Figure 1. Metal layers overlaid.
Two of the layers only.
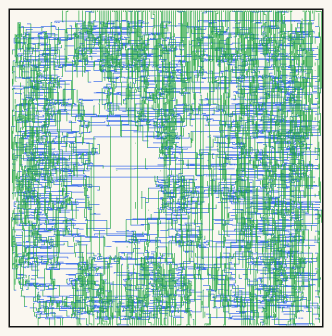
Figure 2. Zoomed window.
Window x 19 to 59, y 98 to 138 µm. Cells in gray, sequential cells in the stronger gray; small squares are vias.
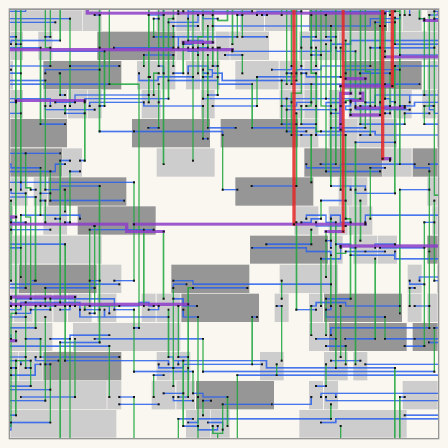
Figure 3. Clock nets.
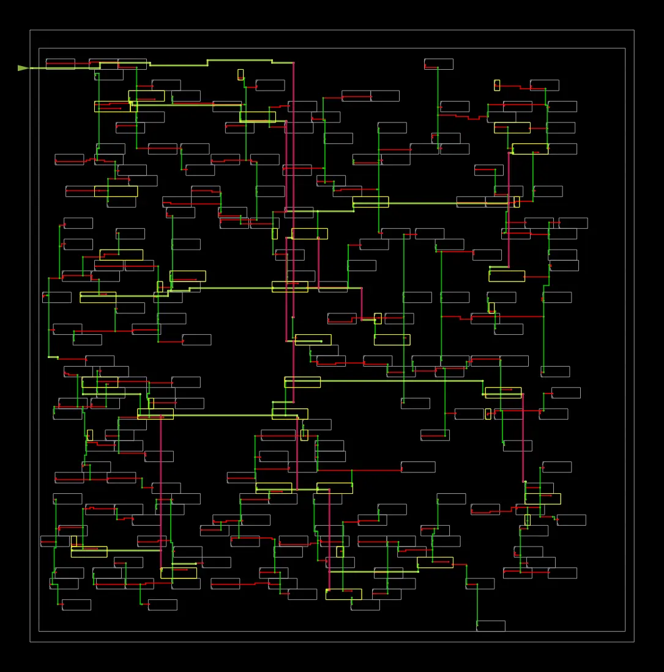
Figure 4. Where the registers sit.
The bar under the picture is 50 µm long. Other sequential cells in the stronger gray, the rest of the logic in the fainter gray.
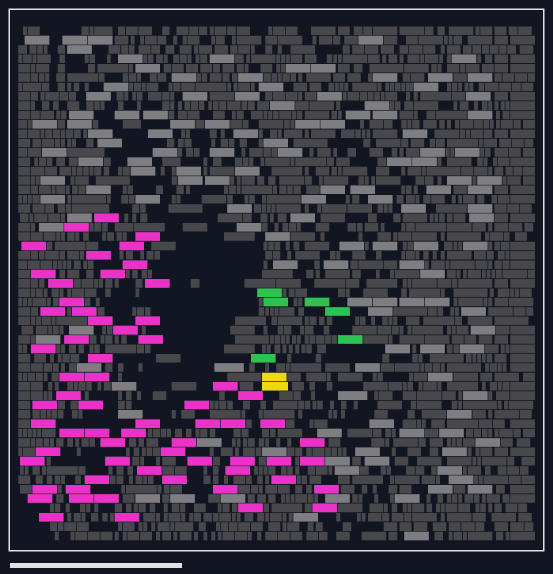
Figure 5. I/O nets highlighted.
The bar under the picture is 50 µm long.
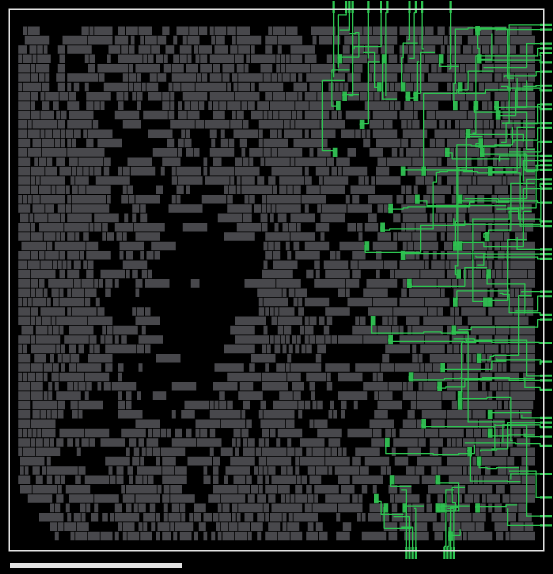
File: src/rtl/alu_mul_sequencer.sv
// Shift-and-add multiplier sequencer driving an external shared adder.
// Define ALU_MUL_EARLY_TERM_EN to exit RUN once the multiplier is exhausted.
module alu_mul_sequencer #(
  parameter int XLEN = 64
) (
  input  logic            clk,
  input  logic            rst,
  input  logic            start_valid,
  output logic            start_ready,
  input  logic [XLEN-1:0] op_a,
  input  logic [XLEN-1:0] op_b,
  output logic            res_valid,
  input  logic            res_ready,
  output logic [XLEN-1:0] result,
  output logic            busy,
  output logic [XLEN-1:0] add_a,
  output logic [XLEN-1:0] add_b,
  input  logic [XLEN-1:0] add_sum
);

  localparam int CW = (XLEN > 1) ? $clog2(XLEN) : 1;
  localparam logic [CW-1:0] LAST = CW'(XLEN - 1);

  typedef enum logic [1:0] {
    S_IDLE,
    S_RUN,
    S_DONE
  } state_t;

  state_t          r_state;
  logic [XLEN-1:0] r_acc;
  logic [XLEN-1:0] r_mcand;
  logic [XLEN-1:0] r_mplier;
  logic [CW-1:0]   r_count;
  logic            r_start_ready;
  logic            r_res_valid;
  logic            r_busy;
  logic            r_run;
  logic            w_last;

`ifdef ALU_MUL_EARLY_TERM_EN
  // No set bits left above bit 0: later steps would add nothing.
  assign w_last = (r_count == LAST) ||
                  ((r_mplier >> 1) == '0);
`else
  assign w_last = (r_count == LAST);
`endif

  assign start_ready = r_start_ready;
  assign res_valid   = r_res_valid;
  assign busy        = r_busy;
  assign result      = r_res_valid ? r_acc : '0;
  assign add_a       = r_run ? r_acc : '0;
  assign add_b       = r_run ? r_mcand : '0;

  always_ff @(posedge clk) begin
    if (rst) begin
      r_state       <= S_IDLE;
      r_acc         <= '0;
      r_mcand       <= '0;
      r_mplier      <= '0;
      r_count       <= '0;
      r_start_ready <= 1'b1;
      r_res_valid   <= 1'b0;
      r_busy        <= 1'b0;
      r_run         <= 1'b0;
    end else begin
      unique case (r_state)
        S_IDLE: begin
          if (start_valid) begin
            r_state       <= S_RUN;
            r_acc         <= '0;
            r_mcand       <= op_a;
            r_mplier      <= op_b;
            r_count       <= '0;
            r_start_ready <= 1'b0;
            r_busy        <= 1'b1;
            r_run         <= 1'b1;
          end
        end
        S_RUN: begin
          if (r_mplier[0]) r_acc <= add_sum;
          r_mcand  <= r_mcand << 1;
          r_mplier <= r_mplier >> 1;
          if (w_last) begin
            r_state     <= S_DONE;
            r_res_valid <= 1'b1;
            r_run       <= 1'b0;
          end else begin
            r_count <= r_count + 1'b1;
          end
        end
        S_DONE: begin
          if (res_ready) begin
            r_state       <= S_IDLE;
            r_res_valid   <= 1'b0;
            r_busy        <= 1'b0;
            r_start_ready <= 1'b1;
          end
        end
        default: r_state <= S_IDLE;
      endcase
    end
  end

endmodule

File: config.mk
export PLATFORM = sky130hd
export DESIGN_NAME = alu_mul_sequencer
export DESIGN_NICKNAME = d
export VERILOG_FILES = /design/src/rtl/alu_mul_sequencer.sv
export SDC_FILE = /design/constraint.sdc
export NUM_CORES = 1
export LEC_CHECK = 0
export ABC_AREA = 1
export CAP_MARGIN = 20
export CORE_AREA = 2 2 153 155
export CTS_BUF_LIST = sky130_fd_sc_hd__clkbuf_16
export CTS_CLUSTER_SIZE = 40
export DETAILED_ROUTE_END_ITERATION = 12
export DIE_AREA = 0 0 155 157
export DONT_BUFFER_PORTS = 1
export PLACE_DENSITY = 0.53
export SKIP_LAST_GASP = 1
export SLEW_MARGIN = 40
export SYNTH_ARGS = -nofsm -noshare
export SYNTH_HDL_FRONTEND = slang
export SYNTH_SLANG_ARGS = --single-unit
File: constraint.sdc
create_clock -name clk -period 1.54 [get_ports clk]
set_input_delay 0.154 -clock clk [delete_from_list [all_inputs] [get_ports clk]]
set_output_delay 0.154 -clock clk [all_outputs]
set_load 0.05 [all_outputs]
==> changes_impl.md <==
### Physical design

- Post-Syn Area: approximately 0.0095 mm²
- Global-route wire length before repair: between 50000 and 60000 µm
- Slowest cell on crit path: dfxtp_4
- Mean Syn Cell Area: around 6.5 µm²
- IO Pins: 391
- Vias: about 11000
- Initial antenna violation count: 0
- I/O Buffers: 0
- Register share after synthesis: 0.430
- Post-synth EDFFs: 0
- Max cap viols: 0
- Antenna-violating nets left: 0
- Busiest grt layer: met2
- Inst Count DP: 1779
- CP arrival: 1.60 ns
- Number of global-route vias before repair: slightly above 10000
- Syn Inst Count: 1470
- CTS H-tree depth: 1
- WL final: 40300 µm
- Seq cells post-synth: 204
- Crit path required time: between 1 and 1.5 ns
- GRT Residual Overflow: 0
- Fin crit share: 1.14
- Sum of negative setup slack: -29.39 ns
- Max clock buf depth: 3
- Full die area: 0.0243 mm²
- Synth cell types: 20
- Fin util: 0.753
- Number of DRC markers in iteration 0: 695
- Final setup fails: 190
- Seq power: 6.50 mW
- Worst setup margin: -0.213 ns
- Top area cell types: dfxtp_1 43%, nand2_1 24%, a31oi_1 8.3%
- Leak: 7.96 nW
- Post-DP Area: 0.0121 mm²
- Flop pwr share: 0.380
- Min cycle time layout: ~1.8 ns
- Max Slew Vio Count: 0
- Fillers: about 1500
- Peak supply drop: between 0.0008 and 0.0009 V
- CTS tree: done
- Power Density: around 1000 mW/mm²
- Sequential cell area: 0.00409 mm²
- Outcome: finished, violations left
- Clock root cell: clkbuf_16
- Least-Margin Pin Slew: 0.365 ns
- Die width: ~160 µm
- Crit. End Element: primary output
- Failing checks: setup timing
- Metal1 wirelength: around 15000 µm
-- Figure 1 (at the start) --
- metal 1: blue (wire length 15000 µm)
- metal 2: green (wire length 20.3 mm)

-- Figure 2 (at the start) --
- metal 2: green
- metal 1: blue
- metal 3: purple
- metal 4: red
- cells with their middle in the window: 108
- sequential cells in the window: 20
- netlist names of flops here include: r_mcand (20)
- most frequent: nand2_1 (26), dfxtp_1 (20), o21ai_0 (19)

-- Figure 3 (at the start) --
clock skew: 0.00592 ns
P_clk: 5.47 mW

-- Figure 4 (at the start) --
- r_mplier: magenta (flops 64)
- r_count: green (flops 6; where middle)
- r_state: yellow (flops 2)
- not colored: 132

-- Figure 5 (at the start) --
- add_sum: green (direction input; end cells 64; buffers 64; wire 2670 µm)

## worst register-to-register path, delay by kind of cell, from the launching register on
| kind | cells | cell delay (ns) |
|---|---|---|
| AND-OR/OR-AND | 1 | 0.05 |
| buffers and inverters | 2 | 0.71 |
| flip-flops | 1 | 0.31 |
| AND/OR/NAND/NOR | 3 | 0.30 |
## layout make-up
cell class,instances,share of cell area
Sequential cell,204,0.242
Tap cell,285,0.0211
Clock buffer,25,0.0369
Clock inverter,17,0.00716
Timing Repair Buffer,365,0.311
Inverter,203,0.0694
Multi-Input combinational cell,953,0.313
## worst paths after layout
path,startpoint,end,slack (ns),cells after the start
worst min-delay path,rst,r_acc[54],0.009,2
worst min register to register,r_mplier[49],r_mplier[48],0.47,2
worst max register to register,r_state[0],busy,0.06,6
worst max-delay path,r_run,add_b[4],-0.21,5
## cells by family (layout without fill, tap and decap cells)
logic type               after synthesis  count (layout)  synth area share
AND/OR/NAND/NOR                      617             617             0.247
AND-OR/OR-AND                        335             335             0.194
buffers and inverters                313             610             0.127
flip-flops                           204             204             0.430
adder cells (fa/ha/maj)                1               1           0.00132
## timing repair
item,CTS,global route
hold buffers,196,0
cloned,14,9
endpoints found under the setup margin,193,216
endpoints found under the hold margin,199,0
buffers inserted,9,4
pin swaps,1,10
gates resized,234,287
## synth_stat cells, types with 2 or more instances
cell,instances
inv_1,200
o21ai_0,134
buf_2,25
inv_2,2
nand3_1,8
nand4_1,2
a21oi_1,73
clkbuf_1,84
nor2_2,2
dfxtp_1,204
a31oi_1,126
nand2_1,596
nor2_1,7
## sequential cells by signal (all words and copies together) (netlist names)
| register | flops |
|---|---|
| r_acc | 64 |
| r_mcand | 64 |
| r_mplier | 64 |
| r_count | 6 |
| r_state | 2 |
| busy | 1 |
| r_run | 1 |
| res_valid | 1 |
| start_ready | 1 |
Power and IR drop assume default switching activity.
